**config.mk**
```make
export PLATFORM = sky130hd
export DESIGN_NAME = kw_arb_client
export DESIGN_NICKNAME = d
export VERILOG_FILES = /design/src/rtl/kw_arb_pkg.sv /design/src/rtl/kw_arb_client_fifo.sv /design/src/rtl/kw_arb_client.sv
export SDC_FILE = /design/constraint.sdc
export NUM_CORES = 1
export LEC_CHECK = 0
export ABC_AREA = 0
export CORE_ASPECT_RATIO = 0.6
export CORE_UTILIZATION = 49
export DETAILED_ROUTE_END_ITERATION = 7
export PLACE_DENSITY_LB_ADDON = 0.3
export SETUP_SLACK_MARGIN = 0.05
export SLEW_MARGIN = 20
export SYNTH_ARGS = -nofsm -noshare
export SYNTH_HDL_FRONTEND = slang
export SYNTH_HIERARCHICAL = 1
export SYNTH_SLANG_ARGS = --single-unit
export TNS_END_PERCENT = 30
```
**constraint.sdc**
```tcl
create_clock -name clock -period 2.3 [get_ports clock]
set_clock_uncertainty 0.15 [all_clocks]
set_input_delay 0.46 -clock clock [delete_from_list [all_inputs] [get_ports clock]]
set_output_delay 0.46 -clock clock [all_outputs]
set_load 0.01 [all_outputs]
```
**src/rtl/kw_arb_pkg.sv**
```systemverilog
// Shared types and helpers for the lock-arbiter client and its input FIFO.
package kw_arb_pkg;

  typedef enum logic [1:0] {
    IDLE = 2'd0,
    ARB  = 2'd1,
    PKT  = 2'd2
  } client_state_t;

  // Occupancy counter width able to hold 0..depth inclusive.
  function automatic int count_width(input int depth);
    return $clog2(depth) + 1;
  endfunction

endpackage

```
**src/rtl/kw_arb_client_fifo.sv**
```systemverilog
// Synchronous FIFO holding {last, data} beats with a registered count and a
// combinational head so the client can present data the cycle it is granted.
module kw_arb_client_fifo
  import kw_arb_pkg::*;
#(
  parameter int W     = 32,
  parameter int DEPTH = 4,
  localparam int CW   = count_width(DEPTH)
) (
  input  logic          clock,
  input  logic          reset_n,
  input  logic          push,
  input  logic [W-1:0]  wdata,
  input  logic          wlast,
  input  logic          pop,
  output logic [W-1:0]  rdata,
  output logic          rlast,
  output logic [CW-1:0] count,
  output logic          full,
  output logic          empty
);

  localparam int PW = $clog2(DEPTH);

  logic [W:0]    mem [DEPTH];
  logic [PW-1:0] wr_ptr;
  logic [PW-1:0] rd_ptr;
  logic          do_push;
  logic          do_pop;

  assign full    = (count == CW'(DEPTH));
  assign empty   = (count == '0);
  assign do_push = push & ~full;
  assign do_pop  = pop & ~empty;

  // NOTE: sequential state is updated with non-blocking assignments so every
  // flop samples pre-edge values regardless of block ordering.
  always_ff @(posedge clock or negedge reset_n) begin
    if (!reset_n) begin
      wr_ptr <= '0;
      rd_ptr <= '0;
      count  <= '0;
    end else begin
      if (do_push) wr_ptr <= wr_ptr + 1'b1;
      if (do_pop)  rd_ptr <= rd_ptr + 1'b1;
      case ({do_push, do_pop})
        2'b10:   count <= count + 1'b1;
        2'b01:   count <= count - 1'b1;
        default: count <= count;
      endcase
    end
  end

  // NOTE: the storage array has no reset; stale entries are never visible
  // because count and the pointers are reset, and this keeps it RAM-mappable.
  always_ff @(posedge clock) begin
    if (do_push) mem[wr_ptr] <= {wlast, wdata};
  end

  assign {rlast, rdata} = mem[rd_ptr];

endmodule

```
**src/rtl/kw_arb_client.sv**
```systemverilog
// Static-priority lock arbiter client: buffers a packet stream, requests the
// shared bus, and holds the grant locked from first to last beat of a packet.
module kw_arb_client
  import kw_arb_pkg::*;
#(
  parameter int W            = 32,
  parameter int DEPTH        = 4,
  parameter int STARVE_LIMIT = 16
) (
  input  logic         clock,
  input  logic         reset_n,
  input  logic         in_valid,
  output logic         in_ready,
  input  logic [W-1:0] in_data,
  input  logic         in_last,
  output logic         request,
  output logic         lock,
  input  logic         grant,
  output logic         out_valid,
  input  logic         out_ready,
  output logic [W-1:0] out_data,
  output logic         out_last,
  output logic         starved
);

  localparam int CW = count_width(DEPTH);
  localparam int SW = $clog2(STARVE_LIMIT + 1);

  client_state_t state;
  client_state_t state_next;
  logic [CW-1:0] count;
  logic [SW-1:0] starve_cnt;
  logic          full;
  logic          empty;
  logic          push;
  logic          accept;
  logic          more_after_pop;

  assign in_ready  = ~full;
  assign push      = in_valid & in_ready;
  assign out_valid = grant & ~empty;
  assign accept    = out_valid & out_ready;

  kw_arb_client_fifo #(
    .W     (W),
    .DEPTH (DEPTH)
  ) u_fifo (
    .clock   (clock),
    .reset_n (reset_n),
    .push    (push),
    .wdata   (in_data),
    .wlast   (in_last),
    .pop     (accept),
    .rdata   (out_data),
    .rlast   (out_last),
    .count   (count),
    .full    (full),
    .empty   (empty)
  );

  // The arbiter's grant is combinational from request, so request/lock come
  // purely from registered state to keep the loop open.
  assign request = (state != IDLE);
  assign lock    = (state == PKT);

  // Whether another packet's head remains once the current beat leaves.
  assign more_after_pop = (count > CW'(1)) | push;

  // NOTE: state_next gets a default before the case so no path leaves it
  // unassigned, which would otherwise infer a latch.
  always_comb begin
    state_next = state;
    case (state)
      IDLE: if (push) state_next = ARB;
      ARB, PKT: begin
        if (accept) begin
          if (!out_last)           state_next = PKT;
          else if (more_after_pop) state_next = ARB;
          else                     state_next = IDLE;
        end
      end
      default: state_next = IDLE;
    endcase
  end

  always_ff @(posedge clock or negedge reset_n) begin
    if (!reset_n) begin
      state <= IDLE;
    end else begin
      state <= state_next;
    end
  end

  // Counts consecutive ungranted request cycles, saturating at the limit.
  always_ff @(posedge clock or negedge reset_n) begin
    if (!reset_n) begin
      starve_cnt <= '0;
    end else if (request && !grant) begin
      if (starve_cnt != SW'(STARVE_LIMIT)) starve_cnt <= starve_cnt + 1'b1;
    end else begin
      starve_cnt <= '0;
    end
  end

  assign starved = (starve_cnt == SW'(STARVE_LIMIT));

endmodule
```
run_1/layers.png
Drawn at 4 px/um.
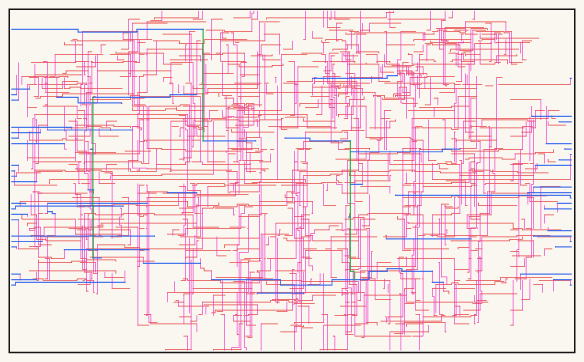
| layer | color | wire length |
|---|---|---|
| M4 | green | 104 um |
| M1 | red | 4670 um |
| M3 | blue | 686 um |
| M2 | magenta | 4380 um |

run_1/ff_map.png
Drawn at 4 px/um.
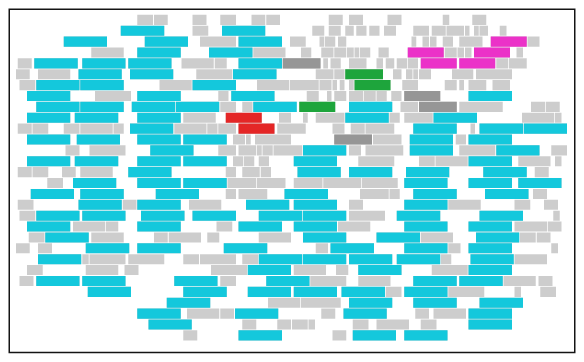
| signal | color | placed flops |
|---|---|---|
| u_fifo/count | green | 3 |
| starve_cnt | magenta | 5 |
| u_fifo/mem | cyan | 132 |
| u_fifo/wr_ptr | red | 2 |

run_1/util_map.png
Drawn at 3 px/um. 14 x 9 tiles, from white (low) to dark blue (high), 0 to 100% covered.
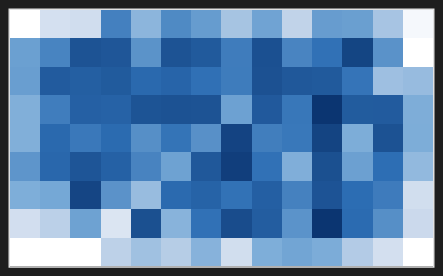
tiles over 75% full: 37%
mean over tiles: 60%
nearly empty tiles: 4.8%
emptiest ninth of the die: lower left
fullest tile: 98%

==> CHANGELOG.md, run 1 <==
## Flow update

* Result of the run: finished, violations left
* Violated checks: setup timing
* Leakage power at 2.67 nW
* Crit Path Class: reg2out
* Detailed-routing iteration count for the pre-antenna-repair pass at 4
* Total of buffers placed on input and output ports at between 70 and 80
* Power consumed by combinational cells at between 3 and 4 mW
* N_diodes at 0
* Half-perimeter wire length after detailed placement at 6280 um
* Sequential cell area share at 57.8%
* Overall global routing resource usage at a little under a fifth
* CP required at roughly 1700 ps
* Fin crit period at between 2000 and 2500 ps
* DR DRC count at 0
* Number of clock buffer instances in the layout at 17
* Count of inserted tapcells at approximately 160
* Number of primary I/O pins at about 76
* Met2 global-route usage at roughly a quarter
* Clock sink total at 146
* Non-Clock Buffer Count at around 100
* Cell accounting for the most synthesized area: sky130_fd_sc_hd__edfxtp_1
* Worst EP arrival at around 1800 ps
* Worst setup margin at -97.3 ps
* Fraction of the core area covered by cells at the end of the flow at 66.2%
* Setup violators final at 31
* Setup repair after global routing missed its margin: yes
* Number of pins with negative max-slew slack in the final report at 0
-- run 1: flip-flops by register name (all words and copies together) (netlist names) --
signal,flops
u_fifo/wr_ptr,2
starve_cnt,5
u_fifo/count,3
u_fifo/mem,132
state,2
u_fifo/rd_ptr,2
-- run 1: final timing paths --
| path | from | endpoint | slack (ps) | cells after the start |
|---|---|---|---|---|
| hold reg to reg | state[0] | state[0] | 390 | 1 |
| max in group asynchronous | reset_n | u_fifo/rd_ptr[0] | 1240 | 1 |
| setup / recovery | u_fifo/rd_ptr[0] | out_last | -100 | 4 |
| setup reg to reg | u_fifo/count[1] | u_fifo/count[2] | 140 | 10 |
| min in group clock | state[0] | state[0] | 390 | 1 |
| hold / removal | reset_n | u_fifo/rd_ptr[1] | 300 | 1 |
-- run 1: cells in the final DEF, fill, tap and decap left out, drive strengths merged --
cell type | Yosys | layout
a21oi | 1 | 1
a22o | 1 | 1
and2 | 4 | 4
buf | 9 | 60
bufinv | 0 | 1
clkbuf | 0 | 19
clkdlybuf4s50 | 0 | 37
clkinv | 0 | 2
clkinvlp | 0 | 4
dfrtp | 14 | 14
dlygate4sd2 | 0 | 3
dlymetal6s2s | 0 | 1
edfxtp | 132 | 132
fa | 1 | 1
ha | 10 | 10
inv | 13 | 21
mux2 | 2 | 2
mux2i | 2 | 2
mux4 | 33 | 33
nand2 | 2 | 2
nand3 | 2 | 2
nand3b | 2 | 2
nor2 | 2 | 2
nor2b | 3 | 3
nor3 | 6 | 6
nor3b | 1 | 1
nor4 | 1 | 1
nor4bb | 1 | 1
o22ai | 1 | 1
o31a | 1 | 1
o31ai | 1 | 1
xnor2 | 5 | 5
xor2 | 5 | 5
run_1/clock_nets.png
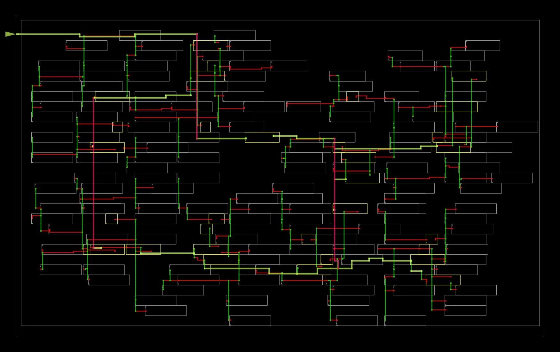

==> run 2: changes to the inputs <==
--- a/config.mk
+++ b/config.mk
@@ -7,7 +7,7 @@
 export LEC_CHECK = 0
 export ABC_AREA = 0
 export CORE_ASPECT_RATIO = 0.6
-export CORE_UTILIZATION = 49
+export CORE_UTILIZATION = 54
 export DETAILED_ROUTE_END_ITERATION = 7
 export PLACE_DENSITY_LB_ADDON = 0.3
 export SETUP_SLACK_MARGIN = 0.05
==> constraint.sdc (replaced) <==
create_clock -name clock -period 2.25 [get_ports clock]
set_clock_uncertainty 0.15 [all_clocks]
set_input_delay 0.45 -clock clock [delete_from_list [all_inputs] [get_ports clock]]
set_output_delay 0.45 -clock clock [all_outputs]
set_load 0.01 [all_outputs]
run_2/clock_nets.png
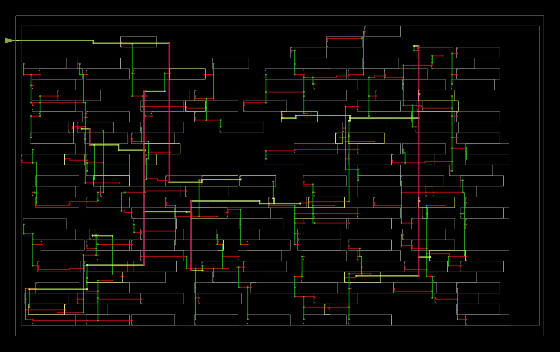
number of clock buffer instances in the layout: 29
clock network power consumption: 2.64 mW

run_2/m4.png
Drawn at 6 px/um. Supply wires on this layer in gray.
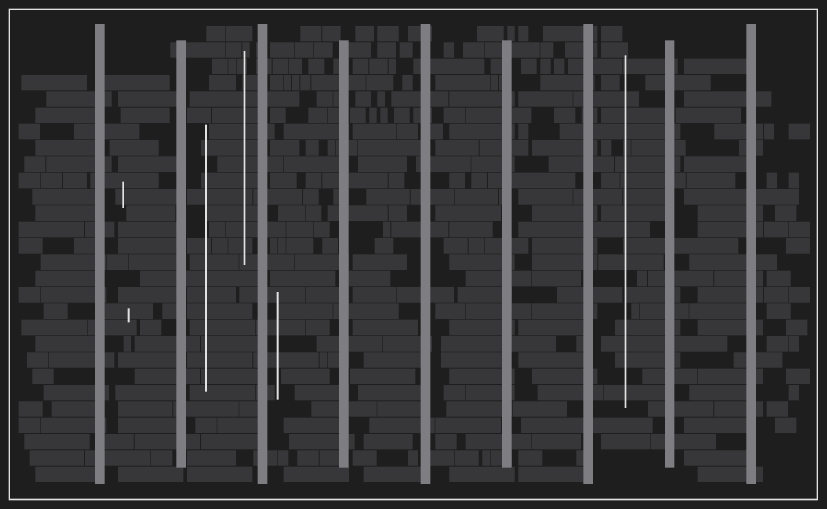
wire length on this layer: 162 um
longest straight run: 58.5 um

==> run 2 against run 1 <==
Against the previous run:
- the run still ends with setup timing left
- hold slack worse by 70 ps
- register-to-register slack worse by 140 ps
- via count is 1.8% higher
- first-iteration DRC count is 30% higher
- final cell count is 3.5% lower
- clock power hardly changed
- routed wire length is 3.2% higher
- critical path type unchanged
- critical endpoint unchanged
- highest routed layer unchanged
==> CHANGELOG.md, run 2 <==
## Flow update

* Cell accounting for the most synthesized area: sky130_fd_sc_hd__edfxtp_1 (unchanged)
* Result of the run: finished, violations left (unchanged)
* Beginning of the critical path: u_fifo/rd_ptr[0] (unchanged)
* R2R setup slack at 0 ps (was 140 ps)
* Register bank with the most flops: u_fifo/mem (unchanged)
* Number of primary I/O pins at 76 (unchanged)
* Total of buffers placed on input and output ports at 75 (unchanged)
* Violated checks: setup timing (unchanged)
* Biggest registers after layout: u_fifo/mem (132), starve_cnt (5), u_fifo/count (3) (unchanged)
* Commonest non-fill, non-tap cells in the layout: 132 x sky130_fd_sc_hd__edfxtp_1, 37 x sky130_fd_sc_hd__clkdlybuf4s50_1, 33 x sky130_fd_sc_hd__mux4_2, 24 x sky130_fd_sc_hd__buf_6, 20 x sky130_fd_sc_hd__buf_4 (was 132 x sky130_fd_sc_hd__edfxtp_1, 37 x sky130_fd_sc_hd__clkdlybuf4s50_1, 31 x sky130_fd_sc_hd__mux4_2, 26 x sky130_fd_sc_hd__buf_6)
* Worst setup margin at -104 ps (was -97.3 ps)
* Fin crit period at 2350 ps
* Worst EP arrival at 1750 ps (was 1790 ps)
* Warning count from the yosys run at 6 (unchanged)
* Leading power group: sequential cells (unchanged)
* Clock sink total at 146 (unchanged)
* Crit Path Class: reg2out (unchanged)
* CP required at 1650 ps (was 1690 ps)
* Setup violators final at 34 (was 31)
* Number of pins with negative max-slew slack in the final report at 0 (unchanged)
* Number of flip-flops under the largest register name at 132 (unchanged)
* Number of cells traversed by the worst register-to-register path at 10 (unchanged)
* Detailed-routing iteration count for the pre-antenna-repair pass at 4 (unchanged)
* N_diodes at 0 (unchanged)
* Sequential Power at 3.81 mW (was 3.73 mW)
* Setup repair after global routing missed its margin: yes (unchanged)
* Top cell excl fill/tap: sky130_fd_sc_hd__edfxtp_1 (unchanged)
* Worst flop-to-flop path startpoint: u_fifo/count[1] (unchanged)
-- run 2: layout make-up --
class	count	area [um2]	area share (%)
Inverter	13	48.8	0.651
Clock inverter	3	17.5	0.234
Clock buffer	29	553	7.38
Timing Repair Buffer	109	1160	15.4
Tap cell	135	169	2.25
Sequential cell	146	4320	57.6
Multi-Input combinational cell	87	1230	16.5
-- run 2: how the worst max path moves through the flow --
stage and end:
2_1_floorplan u_fifo/mem[2][0], 6_report out_last, 5_1_grt out_last, 4_1_cts out_last, 3_5_place_dp u_fifo/count[2], 3_3_place_gp u_fifo/count[2]
-- run 2: kinds of logic after synthesis --
family / after synthesis
adders and majority gates: 11
AOI/OAI and AO/OA: 5
xor gates and xnor gates: 10
buffers and inverters: 22
and+or+nand+nor: 24
muxes: 37
DFF: 146
-- run 2: per-layer routing --
layer	share of wire, %	track usage, %	wire length, um	vias to the layer above
li1	-	-	-	1267
met1	46	28.8	4630	1431
met2	46	31.0	4680	91
met3	6.6	7.16	672	19
met4	1.6	8.76	161	0
met5	0	0	0	-
-- run 2: timing repair --
item	CTS	global route
endpoints found under the setup margin	39	37
setup buffers	6	0
cloned	2	0
hold buffers	0	0
resized	164	14
pin swaps	1	0
-- run 2: stage by stage --
step / area [um2] / util (%) / std cells / setup slack (ps)
2_1_floorplan: 5690 / - / 255 / -189
3_3_place_gp: 6830 / 67.9 / 482 / -188
3_5_place_dp: 6830 / 67.9 / 482 / -271
4_1_cts: 7440 / 74.0 / 522 / -131
5_1_grt: 7500 / 74.6 / 522 / -161
6_report: 7500 / 74.6 / 522 / -104
Power and IR drop assume default switching activity.
